===== config.mk =====
export PLATFORM = sky130hd
export DESIGN_NAME = tree_loader_flat
export DESIGN_NICKNAME = d
export VERILOG_FILES = /design/src/rtl/tree_loader_if.sv /design/src/rtl/tree_loader.sv /design/src/flat_wrapper.sv
export SDC_FILE = /design/constraint.sdc
export NUM_CORES = 1
export LEC_CHECK = 0
export ABC_AREA = 1
export CORE_ASPECT_RATIO = 1.2
export CORE_UTILIZATION = 27
export DETAILED_ROUTE_END_ITERATION = 12
export SYNTH_ARGS = -nofsm -noshare
export SYNTH_HDL_FRONTEND = slang
export SYNTH_SLANG_ARGS = --single-unit
export TNS_END_PERCENT = 50

===== constraint.sdc =====
create_clock -name clk -period 1.91 [get_ports clk]
set_input_delay 0.2865 -clock clk [delete_from_list [all_inputs] [get_ports clk]]
set_output_delay 0.2865 -clock clk [all_outputs]
set_load 0.005 [all_outputs]

===== src/rtl/tree_loader_if.sv =====
// tree_loader_if: record stream, evaluator write bus,
// evaluator result inputs and result handshake.
interface tree_loader_if #(
  parameter int W_ADDR   = 10,
  parameter int W_N_DATA = 12,
  parameter int W_C_DATA = 10,
  parameter int W_REWARD = 12,
  parameter int W_ACTION = 3
) ();
  logic                in_valid;
  logic                in_ready;
  logic [2:0]          in_type;
  logic [W_ADDR-1:0]   in_addr;
  logic [W_N_DATA-1:0] in_data;
  logic                in_last;
  logic                mem_par;
  logic                mem_rew;
  logic                mem_act;
  logic                mem_weight;
  logic                conf_nodes;
  logic [W_ADDR-1:0]   mem_addr;
  logic [W_N_DATA-1:0] mem_data;
  logic [W_C_DATA-1:0] conf_data;
  logic                eval_start;
  logic                exp_change;
  logic [W_REWARD-1:0] exp;
  logic [W_ACTION-1:0] act;
  logic                res_valid;
  logic                res_ready;
  logic [W_REWARD-1:0] res_exp;
  logic [W_ACTION-1:0] res_act;
  logic                res_timeout;
  logic                err_type;
  logic                err_addr;
  logic                err_clr;
  logic                busy;

  modport slave (
    input  in_valid, in_type, in_addr, in_data, in_last,
    input  exp_change, exp, act, res_ready, err_clr,
    output in_ready, mem_par, mem_rew, mem_act, mem_weight,
    output conf_nodes, mem_addr, mem_data, conf_data,
    output eval_start, res_valid, res_exp, res_act,
    output res_timeout, err_type, err_addr, busy
  );

  modport master (
    output in_valid, in_type, in_addr, in_data, in_last,
    output exp_change, exp, act, res_ready, err_clr,
    input  in_ready, mem_par, mem_rew, mem_act, mem_weight,
    input  conf_nodes, mem_addr, mem_data, conf_data,
    input  eval_start, res_valid, res_exp, res_act,
    input  res_timeout, err_type, err_addr, busy
  );
endinterface


===== src/rtl/tree_loader.sv =====
// tree_loader: streams tree records into the evaluator,
// restarts it and returns the evaluated reward/action.
module tree_loader #(
  parameter int W_ADDR   = 10,
  parameter int W_N_DATA = 12,
  parameter int W_C_DATA = 10,
  parameter int W_REWARD = 12,
  parameter int W_ACTION = 3,
  parameter int TIMEOUT  = 64
) (
  input logic         clk,
  input logic         rst,
  tree_loader_if.slave bus
);

  typedef enum logic [2:0] {
    S_IDLE, S_LOAD, S_START, S_WAIT, S_DONE
  } state_t;

  localparam int W_CMP  = (W_ADDR > W_C_DATA) ? W_ADDR : W_C_DATA;
  localparam int W_WCNT = $clog2(TIMEOUT + 1);
  localparam logic [W_WCNT-1:0] WCNT_MAX = W_WCNT'(TIMEOUT - 1);

  state_t              r_state;
  logic                r_rdy;
  logic                r_busy;
  logic                r_pend;
  logic                r_eval;
  logic [W_WCNT-1:0]   r_wcnt;
  logic                r_res_valid;
  logic [W_REWARD-1:0] r_res_exp;
  logic [W_ACTION-1:0] r_res_act;
  logic                r_res_to;
  logic [W_C_DATA-1:0] r_nodes;
  logic                r_par;
  logic                r_rew;
  logic                r_act;
  logic                r_wgt;
  logic                r_conf;
  logic [W_ADDR-1:0]   r_mem_addr;
  logic [W_N_DATA-1:0] r_mem_data;
  logic [W_C_DATA-1:0] r_conf_data;
  logic                r_err_type;
  logic                r_err_addr;

  logic w_acc;
  logic w_is_conf;
  logic w_is_par;
  logic w_is_rew;
  logic w_is_act;
  logic w_is_wgt;
  logic w_is_ill;
  logic w_addr_ok;
  logic w_conf_ok;
  logic w_node_ok;
  logic w_set_type;
  logic w_set_addr;

  assign w_acc     = bus.in_valid && r_rdy;
  assign w_is_conf = (bus.in_type == 3'd0);
  assign w_is_par  = (bus.in_type == 3'd1);
  assign w_is_rew  = (bus.in_type == 3'd2);
  assign w_is_act  = (bus.in_type == 3'd3);
  assign w_is_wgt  = (bus.in_type == 3'd4);
  assign w_is_ill  = (bus.in_type > 3'd4);
  assign w_addr_ok = W_CMP'(bus.in_addr) < W_CMP'(r_nodes);
  assign w_conf_ok = w_is_conf && (bus.in_data[W_C_DATA-1:0] != '0);
  assign w_node_ok = !w_is_conf && !w_is_ill && w_addr_ok;

  assign w_set_type = w_acc && w_is_ill;
  assign w_set_addr = w_acc && ((w_is_conf && !w_conf_ok)
                   || (!w_is_conf && !w_is_ill && !w_addr_ok));

  // one-cycle write strobes and registered write bus
  always_ff @(posedge clk or negedge rst) begin
    if (!rst) begin
      r_par       <= 1'b0;
      r_rew       <= 1'b0;
      r_act       <= 1'b0;
      r_wgt       <= 1'b0;
      r_conf      <= 1'b0;
      r_mem_addr  <= '0;
      r_mem_data  <= '0;
      r_conf_data <= '0;
      r_nodes     <= '0;
    end else begin
      r_par  <= w_acc && w_is_par && w_node_ok;
      r_rew  <= w_acc && w_is_rew && w_node_ok;
      r_act  <= w_acc && w_is_act && w_node_ok;
      r_wgt  <= w_acc && w_is_wgt && w_node_ok;
      r_conf <= w_acc && w_conf_ok;
      if (w_acc && w_conf_ok) begin
        r_conf_data <= bus.in_data[W_C_DATA-1:0];
        r_nodes     <= bus.in_data[W_C_DATA-1:0];
      end
      if (w_acc && w_node_ok) begin
        r_mem_addr <= bus.in_addr;
        r_mem_data <= bus.in_data;
      end
    end
  end

  // sticky error flags; a new error beats a clear
  always_ff @(posedge clk or negedge rst) begin
    if (!rst) begin
      r_err_type <= 1'b0;
      r_err_addr <= 1'b0;
    end else begin
      if (w_set_type)      r_err_type <= 1'b1;
      else if (bus.err_clr) r_err_type <= 1'b0;
      if (w_set_addr)      r_err_addr <= 1'b1;
      else if (bus.err_clr) r_err_addr <= 1'b0;
    end
  end

  // control FSM: load, restart evaluator, wait, hand back result
  always_ff @(posedge clk or negedge rst) begin
    if (!rst) begin
      r_state     <= S_IDLE;
      r_rdy       <= 1'b0;
      r_busy      <= 1'b0;
      r_pend      <= 1'b0;
      r_eval      <= 1'b0;
      r_wcnt      <= '0;
      r_res_valid <= 1'b0;
      r_res_exp   <= '0;
      r_res_act   <= '0;
      r_res_to    <= 1'b0;
    end else begin
      r_eval <= 1'b0;
      unique case (r_state)
        S_IDLE, S_LOAD: begin
          if (r_pend) begin
            r_pend  <= 1'b0;
            r_state <= S_START;
            r_eval  <= 1'b1;
            r_busy  <= 1'b1;
          end else begin
            r_rdy <= 1'b1;
            if (w_acc) begin
              r_state <= S_LOAD;
              r_busy  <= 1'b1;
              if (bus.in_last) begin
                r_pend <= 1'b1;
                r_rdy  <= 1'b0;
              end
            end
          end
        end
        S_START: begin
          r_state <= S_WAIT;
          r_wcnt  <= '0;
        end
        S_WAIT: begin
          if (bus.exp_change) begin
            r_res_exp   <= bus.exp;
            r_res_act   <= bus.act;
            r_res_to    <= 1'b0;
            r_res_valid <= 1'b1;
            r_state     <= S_DONE;
          end else if (r_wcnt == WCNT_MAX) begin
            r_res_exp   <= '0;
            r_res_act   <= '0;
            r_res_to    <= 1'b1;
            r_res_valid <= 1'b1;
            r_state     <= S_DONE;
          end else begin
            r_wcnt <= r_wcnt + W_WCNT'(1);
          end
        end
        S_DONE: begin
          if (bus.res_ready) begin
            r_res_valid <= 1'b0;
            r_state     <= S_IDLE;
            r_busy      <= 1'b0;
            r_rdy       <= 1'b1;
          end
        end
        default: r_state <= S_IDLE;
      endcase
    end
  end

  assign bus.in_ready    = r_rdy;
  assign bus.mem_par     = r_par;
  assign bus.mem_rew     = r_rew;
  assign bus.mem_act     = r_act;
  assign bus.mem_weight  = r_wgt;
  assign bus.conf_nodes  = r_conf;
  assign bus.mem_addr    = r_mem_addr;
  assign bus.mem_data    = r_mem_data;
  assign bus.conf_data   = r_conf_data;
  assign bus.eval_start  = r_eval;
  assign bus.res_valid   = r_res_valid;
  assign bus.res_exp     = r_res_exp;
  assign bus.res_act     = r_res_act;
  assign bus.res_timeout = r_res_to;
  assign bus.err_type    = r_err_type;
  assign bus.err_addr    = r_err_addr;
  assign bus.busy        = r_busy;

endmodule


===== src/flat_wrapper.sv =====
// flat-port wrapper written by rule: the top's interface ports become plain ports
module tree_loader_flat 
#(
  parameter int W_ADDR   = 10,
  parameter int W_N_DATA = 12,
  parameter int W_C_DATA = 10,
  parameter int W_REWARD = 12,
  parameter int W_ACTION = 3,
  parameter int TIMEOUT  = 64
)
  (clk, rst, bus_in_valid, bus_in_type, bus_in_addr, bus_in_data, bus_in_last, bus_exp_change, bus_exp, bus_act, bus_res_ready, bus_err_clr, bus_in_ready, bus_mem_par, bus_mem_rew, bus_mem_act, bus_mem_weight, bus_conf_nodes, bus_mem_addr, bus_mem_data, bus_conf_data, bus_eval_start, bus_res_valid, bus_res_exp, bus_res_act, bus_res_timeout, bus_err_type, bus_err_addr, bus_busy);
  tree_loader_if #(.W_ADDR(W_ADDR), .W_N_DATA(W_N_DATA), .W_C_DATA(W_C_DATA), .W_REWARD(W_REWARD), .W_ACTION(W_ACTION)) bus_i ();
  input logic clk;
  input logic rst;
  input wire logic [$bits(bus_i.in_valid)-1:0] bus_in_valid;
  input wire logic [$bits(bus_i.in_type)-1:0] bus_in_type;
  input wire logic [$bits(bus_i.in_addr)-1:0] bus_in_addr;
  input wire logic [$bits(bus_i.in_data)-1:0] bus_in_data;
  input wire logic [$bits(bus_i.in_last)-1:0] bus_in_last;
  input wire logic [$bits(bus_i.exp_change)-1:0] bus_exp_change;
  input wire logic [$bits(bus_i.exp)-1:0] bus_exp;
  input wire logic [$bits(bus_i.act)-1:0] bus_act;
  input wire logic [$bits(bus_i.res_ready)-1:0] bus_res_ready;
  input wire logic [$bits(bus_i.err_clr)-1:0] bus_err_clr;
  output wire logic [$bits(bus_i.in_ready)-1:0] bus_in_ready;
  output wire logic [$bits(bus_i.mem_par)-1:0] bus_mem_par;
  output wire logic [$bits(bus_i.mem_rew)-1:0] bus_mem_rew;
  output wire logic [$bits(bus_i.mem_act)-1:0] bus_mem_act;
  output wire logic [$bits(bus_i.mem_weight)-1:0] bus_mem_weight;
  output wire logic [$bits(bus_i.conf_nodes)-1:0] bus_conf_nodes;
  output wire logic [$bits(bus_i.mem_addr)-1:0] bus_mem_addr;
  output wire logic [$bits(bus_i.mem_data)-1:0] bus_mem_data;
  output wire logic [$bits(bus_i.conf_data)-1:0] bus_conf_data;
  output wire logic [$bits(bus_i.eval_start)-1:0] bus_eval_start;
  output wire logic [$bits(bus_i.res_valid)-1:0] bus_res_valid;
  output wire logic [$bits(bus_i.res_exp)-1:0] bus_res_exp;
  output wire logic [$bits(bus_i.res_act)-1:0] bus_res_act;
  output wire logic [$bits(bus_i.res_timeout)-1:0] bus_res_timeout;
  output wire logic [$bits(bus_i.err_type)-1:0] bus_err_type;
  output wire logic [$bits(bus_i.err_addr)-1:0] bus_err_addr;
  output wire logic [$bits(bus_i.busy)-1:0] bus_busy;
  assign bus_i.in_valid = bus_in_valid;
  assign bus_i.in_type = bus_in_type;
  assign bus_i.in_addr = bus_in_addr;
  assign bus_i.in_data = bus_in_data;
  assign bus_i.in_last = bus_in_last;
  assign bus_i.exp_change = bus_exp_change;
  assign bus_i.exp = bus_exp;
  assign bus_i.act = bus_act;
  assign bus_i.res_ready = bus_res_ready;
  assign bus_i.err_clr = bus_err_clr;
  assign bus_in_ready = bus_i.in_ready;
  assign bus_mem_par = bus_i.mem_par;
  assign bus_mem_rew = bus_i.mem_rew;
  assign bus_mem_act = bus_i.mem_act;
  assign bus_mem_weight = bus_i.mem_weight;
  assign bus_conf_nodes = bus_i.conf_nodes;
  assign bus_mem_addr = bus_i.mem_addr;
  assign bus_mem_data = bus_i.mem_data;
  assign bus_conf_data = bus_i.conf_data;
  assign bus_eval_start = bus_i.eval_start;
  assign bus_res_valid = bus_i.res_valid;
  assign bus_res_exp = bus_i.res_exp;
  assign bus_res_act = bus_i.res_act;
  assign bus_res_timeout = bus_i.res_timeout;
  assign bus_err_type = bus_i.err_type;
  assign bus_err_addr = bus_i.err_addr;
  assign bus_busy = bus_i.busy;
  tree_loader #(.W_ADDR(W_ADDR), .W_N_DATA(W_N_DATA), .W_C_DATA(W_C_DATA), .W_REWARD(W_REWARD), .W_ACTION(W_ACTION), .TIMEOUT(TIMEOUT)) u_core (.clk(clk), .rst(rst), .bus(bus_i));
endmodule

==> results.cfg <==
; physical design summary
[worst_setup_path]
crit_arrival_ns = 1.98
cp-end-kind = flop
r2r_cells = 10
cp-start-kind = primary input
cp_max_fo = 6
worstSetupPathType = in2reg
worstPathRequired_ns = 2.13

[routing]
via_count = 2970
initialDrtViolationCount = 107
drcViolationCount = 0
via_per_inst = 4.44
wl_um = 8670
wire_per_inst_um = 13.0
firstDrtPassIters = 4
postRouteAntennaNets = 0

[yosys]
syn-instance-count = 384
avgSynthCellArea_um2 = 8.61
simple_gate_share_pct = 30.1
ys_area_um2 = 3300
xor_share_pct = 1.06
synth_area_leader_cell = dfrtp_1
synth_nets = 444
synth_seq_share_pct = 53.0
netlist.area_leader.share_pct = 53.0
ys_types = 27
ys_sh_adder_pct = 4.92
topCombFamilyByArea = simple AND/OR/NAND/NOR gates
mux_share_pct = 0
top_cells_by_area = dfrtp_1, nand2_1, ha_1
ys_cells = 384
ys_ff = 70
yosysWarnings = 0
ys_sh_aoi_pct = 3.90
synth_area_um2 = 3300

[timing]
period_needed_ns = 1.77
tns_ns = 0
hold_violations = 0
drv_slew = 0
rsz0062_at_grt = no
finalCritPeriodShare_pct = 92.5
max_slew.worst_pin.slew_ns = 0.480
slew_headroom_pct = 68.0
skew_ns = 0.00802
timing.fmax_mhz = 566
setup_violations = 0

[global_routing]
grtUsageMet1_pct = 17.8
met2_usage_pct = 25.0
grt_pass1_wl_um = 14300
gr-usage-met3_pct = 3.45
gr-total-overflow = 0
grt_most_used_layer = met2
grt_use_total_pct = 14.9
antenna_found_initial = 0
grt_pass1_vias = 3000
grt_max_degree = 37

[cells_and_area]
layout_top_cells = nand2_1, clkdlybuf4s50_1, dfrtp_1
final.fill_count = 1207
syn_to_final_growth_pct = 49.8
layout.area.comb_um2 = 1330
stdcell_area_um2 = 4950
drive_gt1_share_pct = 9.77
fin_util_pct = 42.2
layout_top_cell = nand2_1
layout.nets = 568
ff_latch_area_um2 = 1750
n_antenna_cell = 0

[min_path]
min_path_type = reg2reg
min_path_cells = 2

[cts]
cts_tree = yes
cts_root_buffer = clkbuf_16
cts.path.max_buffers = 2
numCtsBuffers = 9
clock_latency_ns = 0.33
cts_sinks = 70
post_cts_buffers = 0
clk_pin_slew_ns = 0.05
htreeDepth = 3

[outcome]
outcome = finished clean

[place]
portBuffers = 105
dpl_cell_area_um2 = 4660
hpwl_um = 6660
gp_congestion = 0.826

[flow_run]
cap_violations = 0
warnings = 28

[floorplanning]
core-area_um2 = 11700
ioPinCount = 106
initCoreUtil_pct = 28.2
die_w_um = 103
fp.dieArea_um2 = 12700
die_h_um = 123
rows = 43

[power]
leakage_nw = 2.41
vdd_drop_max_v = 0.000578
cellPowerDensity_nw_per_um2 = 1380
==> cell usage after synthesis <==
master / instances
o21a_1: 1
dfrtp_1: 70
inv_1: 40
buf_6: 2
nand3_2: 3
nor2_4: 2
xor2_1: 4
nor2_8: 1
o21ai_1: 7
inv_2: 5
buf_2: 5
ha_1: 13
nand4_2: 1
nand4_1: 24
a21oi_1: 3
nor2_1: 18
nand2_1: 149
clkbuf_1: 4
nor3_1: 2
nand3b_1: 1
nor2_2: 3
nand3_4: 2
or2_1: 1
o21ai_0: 9
nand3_1: 11
a311oi_1: 1
a21oi_2: 2
==> layer usage <==
metal / share of wire (%) / wire (µm)
met4: 1.9 / 161
met5: 0 / 0
met3: 5.8 / 502
met2: 50 / 4350
met1: 42 / 3660
==> metrics by stage <==
stage / cells / total power (W) / setup WS [ns] / hold slack (ns)
after floorplan: 384 / 0.00373 / 0.322 / -0.00909
after global placement: 653 / 0.00532 / -0.225 / 0.283
after detailed placement: 653 / 0.00538 / -0.255 / 0.288
after CTS: 669 / 0.00696 / 0.0797 / 0.471
after global routing: 669 / 0.00742 / 0.00126 / 0.486
final: 669 / 0.00685 / 0.143 / 0.467
==> cells by family (layout without fill, tap and decap cells) <==
kind of cell,Yosys count,count (layout)
buf+inv,56,184
xor+xnor,4,4
simple gates,218,218
flops,70,70
fa+ha+maj,13,13
compound gates,23,23
==> sequential cells by signal, indices dropped and copies added (netlist names), 3 cells and up <==
register,count
u_core.bus.res_act,3
u_core.r_nodes,10
u_core.bus.mem_addr,10
u_core.r_wcnt,7
u_core.bus.mem_data,12
u_core.bus.res_exp,12
u_core.r_state,3
==> power by group <==
part,internal [W],switching [W],leakage [nW]
Combinational,0.00154,0.00133,1.39
Sequential,0.00208,0.000368,0.893
Clock,0.000941,0.000584,0.133
==> final timing paths <==
| check | start | endpoint | slack [ns] |
|---|---|---|---|
| worst max register to register | u_core.r_nodes[5] | u_core.bus.mem_act | 0.22 |
| worst min-delay path | u_core.bus.res_exp[5] | u_core.bus.res_exp[5] | 0.47 |
| max in group asynchronous | rst | u_core.bus.mem_addr[9] | 0.88 |
| min in group asynchronous | rst | u_core.bus.err_type | 0.48 |
| worst min register to register | u_core.bus.res_exp[5] | u_core.bus.res_exp[5] | 0.47 |
| worst max-delay path | bus_in_type[1] | u_core.bus.mem_data[7] | 0.14 |
==> critical path: stages <==
cell and delay, ns:
clkdlybuf4s50_1 0.43, nor2_1 0.15, inv_1 0.06, ha_1 0.26, inv_1 0.05, nor2_2 0.25
nand4_4 0.19, buf_4 0.20, nand2_1 0.06, nand2_1 0.06
==> timing repair <==
item / in CTS / in global routing
setup endpoints to repair: 0 / 21
gates resized: 0 / 2
endpoints found under the hold margin: 35 / 0
hold buffers: 1 / 0
==> final cells by class <==
cell class | instances | share of cell area (%)
multi-input cells | 258 | 26.9
inverters | 45 | 3.41
clock inverters | 1 | 0.101
clock buffers | 14 | 5.33
repair buffers | 124 | 24.9
well taps | 157 | 3.97
flip-flops and latches | 70 | 35.4
detail.png
Window x 39 to 64, y 49 to 74 µm. Cells in gray, sequential cells in the stronger gray; small squares are vias.
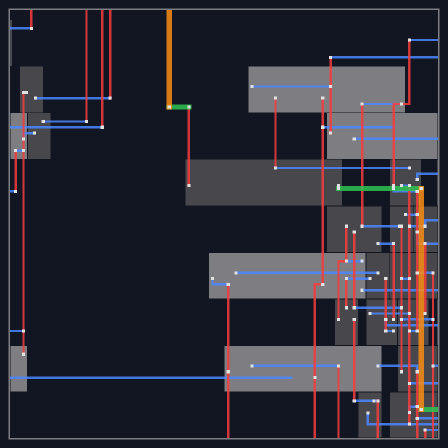
[metal 1] blue
[metal 4] orange
[metal 3] green
[metal 2] red
most frequent: inv_1 (4), dfrtp_1 (4), xor2_1 (3)
cells with their middle in the window: 19
sequential cells in the window: 4
netlist names of flops here include: u_core.r_wcnt (4)

layer_met2.png
Scale: 3 px per µm.
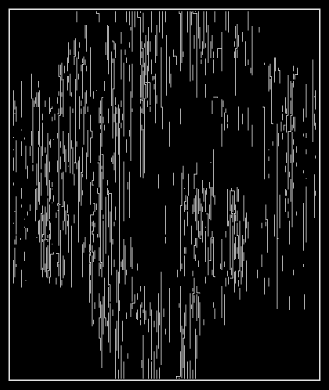
nets with wire on the layer: 471
share of all routed wire: 50%
longest straight run: 61.5 µm
wire length on this layer: 4350 µm

sizes.png
Scale: 4 px per µm.
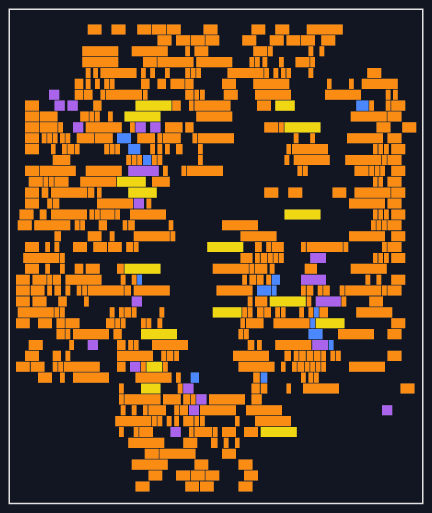
[_0 and _1 cells] orange | cells: 462 | share: 90%
[_6 and larger] yellow | cells: 16 | share: 3.1%
[_2 cells] blue | cells: 14 | share: 2.7%
[_3 and _4 cells] purple | cells: 20 | share: 3.9%

Power figures rest on the tool's default switching activity, not on a simulated workload.
